### Met1 routing

Scale bar: 20 um.
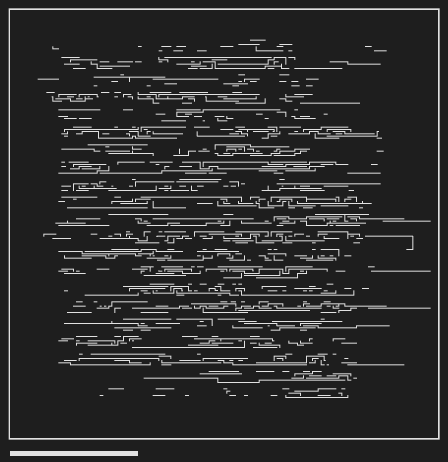
### Wiring heat map

Scale bar: 20 um. 13 x 13 tiles, from black (low) to pale yellow (high), scaled to the fullest tile. Values are wire area over tile area, all layers added.
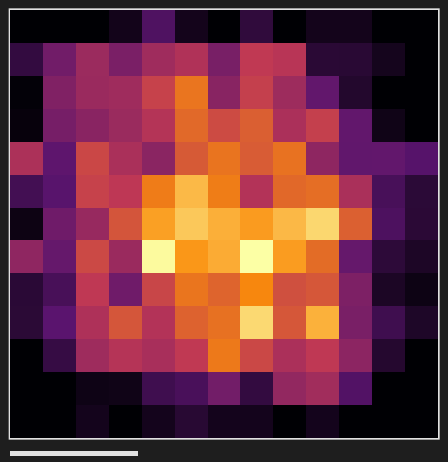
### Signal wires on met2

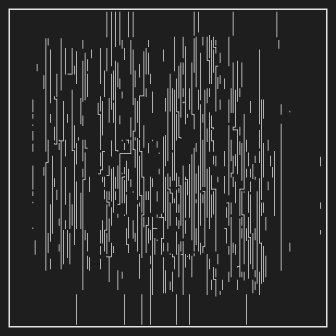
### Local utilization

Scale bar: 20 um. 7 x 7 tiles, from black (low) to pale yellow (high), 0 to 100% covered.
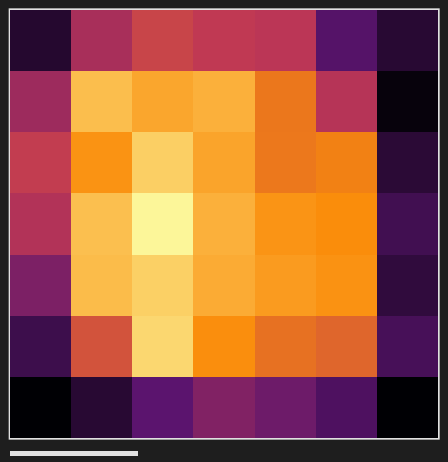
<file path="src/rtl/fwd_scoreboard_pkg.sv">
// Shared constants and types for the forwarding/hazard scoreboard.
package fwd_scoreboard_pkg;

  // GPR address width and the link register written by jal.
  localparam int               REG_W   = 5;
  localparam logic [REG_W-1:0] RA_ADDR = 5'd31;

  // Stage indices after D.
  localparam int STG_E = 1;
  localparam int STG_M = 2;
  localparam int STG_W = 3;

  // Forwarding select encodings: 0 reads the register file, k takes stage k.
  localparam int SEL_RF = 0;
  localparam int SEL_E  = STG_E;
  localparam int SEL_M  = STG_M;
  localparam int SEL_W  = STG_W;

  // First stage index at which a result exists (1 jal, 2 ALU, 3 load).
  typedef logic [2:0] ready_t;

  // Shadow copy of a producer travelling down the pipe.
  typedef struct packed {
    logic             valid;
    logic [REG_W-1:0] wr_addr;
    ready_t           ready;
  } stage_entry_t;

endpackage

</file>
<file path="src/rtl/fwd_port_sel.sv">
// Per-read-port producer search: picks the nearest matching stage and
// reports whether that producer's result is not yet available.
module fwd_port_sel
  import fwd_scoreboard_pkg::*;
#(
  parameter int NUM_STAGES = 3,
  parameter int SEL_W      = 2
) (
  input  logic [REG_W-1:0]                  rd_addr,
  input  logic                              rd_used,
  input  logic [NUM_STAGES-1:0]             ent_valid,
  input  logic [NUM_STAGES-1:0][REG_W-1:0]  ent_addr,
  input  ready_t [NUM_STAGES-1:0]           ent_ready,
  output logic [SEL_W-1:0]                  sel,
  output logic                              hazard
);

  // Scan from E outward; the first hit is the youngest producer and wins.
  always_comb begin
    logic found;
    // NOTE: every output gets a default before the loop, otherwise paths
    // with no match would hold the old value and infer a latch.
    found  = 1'b0;
    sel    = SEL_W'(SEL_RF);
    hazard = 1'b0;
    if (rd_used && (rd_addr != '0)) begin
      for (int k = STG_E; k <= NUM_STAGES; k++) begin
        if (!found && ent_valid[k-1] && (ent_addr[k-1] == rd_addr)) begin
          found  = 1'b1;
          sel    = SEL_W'(k);
          hazard = (int'(ent_ready[k-1]) > k);
        end
      end
    end
  end

endmodule

</file>
<file path="src/rtl/fwd_scoreboard.sv">
// Forwarding-select and interlock scoreboard for an in-order MIPS-style
// pipeline: shadows the destination of every instruction past D, steers
// each D read port to the nearest producer and stalls D when that
// producer (or the mult/div unit) is not ready yet.
module fwd_scoreboard
  import fwd_scoreboard_pkg::*;
#(
  parameter  int NUM_PORTS  = 2,
  parameter  int NUM_STAGES = 3,
  parameter  int MD_LATENCY = 5,
  localparam int SEL_W      = $clog2(NUM_STAGES + 1)
) (
  input  logic                         clk,
  input  logic                         rst_n,
  input  logic                         d_valid,
  input  logic [REG_W*NUM_PORTS-1:0]   d_rd_addr,
  input  logic [NUM_PORTS-1:0]         d_rd_used,
  input  logic                         d_wr_en,
  input  logic [REG_W-1:0]             d_wr_addr,
  input  logic [2:0]                   d_wr_ready,
  input  logic                         d_md_start,
  input  logic                         d_md_use,
  input  logic                         hold,
  input  logic                         flush,
  output logic                         stall,
  output logic [SEL_W*NUM_PORTS-1:0]   fwd_sel,
  output logic                         md_busy
);

  localparam int MD_W = $clog2(MD_LATENCY + 1);

  stage_entry_t                     ent [1:NUM_STAGES];
  logic [NUM_STAGES-1:0]            ent_valid;
  logic [NUM_STAGES-1:0][REG_W-1:0] ent_addr;
  ready_t [NUM_STAGES-1:0]          ent_ready;
  logic [NUM_PORTS-1:0]             port_hazard;
  logic [MD_W-1:0]                  md_cnt;
  logic                             load_d;
  logic                             md_launch;

  // Flatten the shadow entries for the per-port search logic.
  for (genvar k = 1; k <= NUM_STAGES; k++) begin : g_flat
    assign ent_valid[k-1] = ent[k].valid;
    assign ent_addr[k-1]  = ent[k].wr_addr;
    assign ent_ready[k-1] = ent[k].ready;
  end

  // One producer search per D read port.
  for (genvar p = 0; p < NUM_PORTS; p++) begin : g_port
    fwd_port_sel #(
      .NUM_STAGES (NUM_STAGES),
      .SEL_W      (SEL_W)
    ) u_sel (
      .rd_addr   (d_rd_addr[REG_W*p +: REG_W]),
      .rd_used   (d_rd_used[p]),
      .ent_valid (ent_valid),
      .ent_addr  (ent_addr),
      .ent_ready (ent_ready),
      .sel       (fwd_sel[SEL_W*p +: SEL_W]),
      .hazard    (port_hazard[p])
    );
  end

  // Interlock: a killed D instruction never stalls.
  assign md_busy   = (md_cnt != '0);
  assign stall     = d_valid & ~flush & ((|port_hazard) | (d_md_use & md_busy));
  assign load_d    = ~stall & ~flush;
  assign md_launch = ~hold & load_d & d_valid & d_md_start;

  // Shadow pipe: advance unless frozen; D enters E only when it really issues.
  always_ff @(posedge clk or negedge rst_n) begin
    if (!rst_n) begin
      // NOTE: the whole shadow array is cleared, not just the valid bits, so
      // address/ready fields never carry X into the comparators after reset.
      for (int k = 1; k <= NUM_STAGES; k++) begin
        ent[k] <= '0;
      end
    end else if (!hold) begin
      if (load_d) begin
        ent[1] <= '{valid: d_valid & d_wr_en, wr_addr: d_wr_addr, ready: d_wr_ready};
      end else begin
        ent[1] <= '0;
      end
      // NOTE: non-blocking so each stage takes its neighbour's pre-edge value;
      // blocking here would ripple one entry through the whole chain in a cycle.
      for (int k = 2; k <= NUM_STAGES; k++) begin
        ent[k] <= ent[k-1];
      end
    end
  end

  // Mult/div busy counter: reload on issue, otherwise count down to zero even when frozen.
  always_ff @(posedge clk or negedge rst_n) begin
    if (!rst_n) begin
      md_cnt <= '0;
    end else if (md_launch) begin
      md_cnt <= MD_W'(MD_LATENCY);
    end else if (md_cnt != '0) begin
      md_cnt <= md_cnt - 1'b1;
    end
  end

endmodule

</file>
<file path="config.mk">
export PLATFORM = sky130hd
export DESIGN_NAME = fwd_scoreboard
export DESIGN_NICKNAME = d
export VERILOG_FILES = /design/src/rtl/fwd_scoreboard_pkg.sv /design/src/rtl/fwd_port_sel.sv /design/src/rtl/fwd_scoreboard.sv
export SDC_FILE = /design/constraint.sdc
export NUM_CORES = 1
export LEC_CHECK = 0
export ABC_AREA = 1
export CORE_MARGIN = 4
export CORE_UTILIZATION = 52
export CTS_CLUSTER_DIAMETER = 100
export DETAILED_ROUTE_END_ITERATION = 10
export PLACE_DENSITY = 0.84
export SLEW_MARGIN = 20
export SYNTH_ARGS = -nofsm -noshare
export SYNTH_HDL_FRONTEND = slang
export SYNTH_SLANG_ARGS = --single-unit
</file>
<file path="constraint.sdc">
create_clock -name clk -period 2.3 [get_ports clk]
set_input_delay 0.46 -clock clk [delete_from_list [all_inputs] [get_ports clk]]
set_output_delay 0.46 -clock clk [all_outputs]
set_load 0.02 [all_outputs]
</file>
==> flow_metrics.py <==
# Auto-generated metrics
metrics = {
    "setup_path": {
        "ff2ff_path_depth": 17,
        "cp_num_buf_inv": 3,
        "critical-path-top-delay-family": "simple AND/OR/NAND/NOR gates",
        "arrival_ns": 1.87,
        "r2r_end": "md_cnt[1]",
        "r2r-start": "ent[7]",
    },
    "place": {
        "place_congestion": 1.005,
        "port_buffers": 33,
    },
    "layout": {
        "finish.utilization": 0.7150,
        "n_antenna_cell": 0,
        "area_growth_pct": 32.98,
        "final_net_count": 362,
    },
    "power_and_ir_drop": {
        "power_density_nw_per_um2": 533.4,
        "p_total_uw": 1273,
    },
    "final_timing": {
        "setup_viol": 1,
        "fmax_ghz": 0.4293,
        "final.setup_skew_ns": 0.003596,
        "post-route-min-period_ns": 2.329,
        "finalClockPeriodUsage": 1.013,
        "setup_ws_ns": -0.02939,
    },
    "grt": {
        "grt_pass1_wl_um": 7493,
        "antenna_found_initial": 0,
        "grt_max_degree": 30,
        "grt_pass1_vias": 1720,
    },
    "run_status": {
        "status": "finished with violations",
        "violations": "setup timing",
    },
    "logic_synthesis": {
        "yosys_warnings": 0,
        "topCombFamilyByArea": "simple AND/OR/NAND/NOR gates",
        "top_area_cell": "dfrtp_1",
        "synth.avg_cell_area_sq_um": 6.596,
        "synth_cells": 272,
        "syn_area_sq_um": 1794,
        "synthAdderAreaFrac": 0.01395,
        "edf_count": 0,
    },
    "floorplan": {
        "die_w_um": 66.74,
        "die_h_um": 66.74,
        "io_pins": 34,
    },
    "detailed_routing": {
        "initialDrtViolationCount": 143,
        "via_per_inst": 4.907,
        "drc": 0,
    },
    "flow_run": {
        "warning_count": 29,
    },
    "cts": {
        "ctsRootBufferMaster": "clkbuf_4",
    },
}
Back to the opening pictures, 'Met1 routing':
The longest straight run is 17.5 um. The wires run mostly horizontal. The layer carries 2020 um of wire.
GR Layer Usage met1: 0.2962
final WL: 4445 um

Back to the opening pictures, 'Wiring heat map':
31% of the tiles are over half the peak. 15% of the tiles are nearly empty. The emptiest ninth of the die: top right. The mean over all tiles is 0.16. The fullest tile reaches 0.46. The densest ninth of the die: middle.
Tot GR Track Use: 0.2200
DR vias: 1845
DR WL/cell: 11.82 um

Back to the opening pictures, 'Signal wires on met2':
The layer holds 48% of the routed length. 279 nets have wire on it. The layer carries 2120 um of wire. The wires run mostly vertical. The longest straight run is 30.9 um.
met2 usage: 0.3688

Back to the opening pictures, 'Local utilization':
The mean over all tiles is 52%. 6.1% of the tiles are nearly empty. The fullest tile reaches 98%. The densest ninth of the die: middle.

## area by class of cell
cell class	instances	area, sq um	area share
multi-input cells	197	939.7	0.3938
clock buffers	3	22.52	0.009439
inverters	42	157.7	0.06607
well taps	46	57.56	0.02412
flip-flops and latches	28	700.7	0.2937
repair buffers	60	508.0	0.2129
## registers in the layout, indices dropped and copies added, names as in the netlist
signal  cells
ent        25
md_cnt      3
## layer usage
| layer | global-route usage | up-vias | share of wire |
|---|---|---|---|
| met5 | 0 | - | 0 |
| met3 | 0.03373 | 6 | 0.061 |
| met1 | 0.2962 | 818 | 0.45 |
| li1 | - | 973 | - |
| met4 | 0.05330 | 0 | 0.0074 |
| met2 | 0.3688 | 48 | 0.48 |
## stage by stage
| stage | cells | hold slack [ns] | setup slack [ns] | instance area, sq um |
|---|---|---|---|---|
| detailed placement | 370 | 0.4723 | -0.7300 | 2335 |
| floorplan | 272 | 0.1644 | 0.3543 | 1794 |
| CTS | 374 | 0.5031 | -0.06508 | 2336 |
| global route | 376 | 0.5019 | -0.1830 | 2386 |
| global placement | 370 | 0.4641 | -0.7057 | 2335 |
| finish | 376 | 0.4903 | -0.02939 | 2386 |
## how the worst max path moves through the flow
| stage | cells after the start | slack [ns] | from | endpoint |
|---|---|---|---|---|
| finish | 14 | -0.03 | ent[7] | stall |
| global route | 14 | -0.18 | ent[7] | stall |
| CTS | 14 | -0.07 | ent[5] | stall |
| detailed placement | 14 | -0.73 | d_rd_addr[5] | stall |
| global placement | 14 | -0.71 | d_rd_addr[0] | stall |
| floorplan | 11 | 0.35 | d_rd_addr[2] | stall |
## cell families after synthesis
kind of cell,Yosys count
and+or+nand+nor,149
buffers and inverters,47
xor gates and xnor gates,1
DFF,28
adders and majority gates,2
AOI/OAI and AO/OA,45
## placed cells by master, fill, tap and decap left out
| cell | instances |
|---|---|
| clkbuf_2 | 1 |
| inv_2 | 14 |
| nand2_1 | 93 |
| clkdlybuf4s15_1 | 1 |
| nor3_1 | 1 |
| a21oi_4 | 1 |
| o21ai_1 | 14 |
| nor2_2 | 7 |
| clkdlybuf4s50_1 | 18 |
| a21oi_2 | 2 |
| nor2_1 | 22 |
| o21ai_0 | 22 |
| dlygate4sd2_1 | 8 |
| ha_1 | 2 |
| o21bai_1 | 2 |
| nand2_2 | 3 |
| dfrtp_1 | 28 |
| clkbuf_4 | 3 |
| nand4_1 | 3 |
| buf_4 | 28 |
| nand3_2 | 6 |
| inv_1 | 28 |
| buf_6 | 2 |
| xnor2_1 | 1 |
| buf_2 | 2 |
| o211ai_1 | 2 |
| o2111ai_1 | 1 |
| a21oi_1 | 1 |
| nand3_1 | 14 |
## power by group
group / switching, uW / internal, uW / leakage [uW]
logic: 251 / 200 / 0.000840
clock network: 141 / 61.4 / 0.0000138
registers: 54.5 / 565 / 0.000365
## what timing repair did
action                                  4_1_cts  5_1_grt
pin swaps                                     2       11
gates resized                                30       21
endpoints found under the setup margin        5        5
cloned                                        0        0
setup buffers                                 1        2
Power and IR drop assume default switching activity.
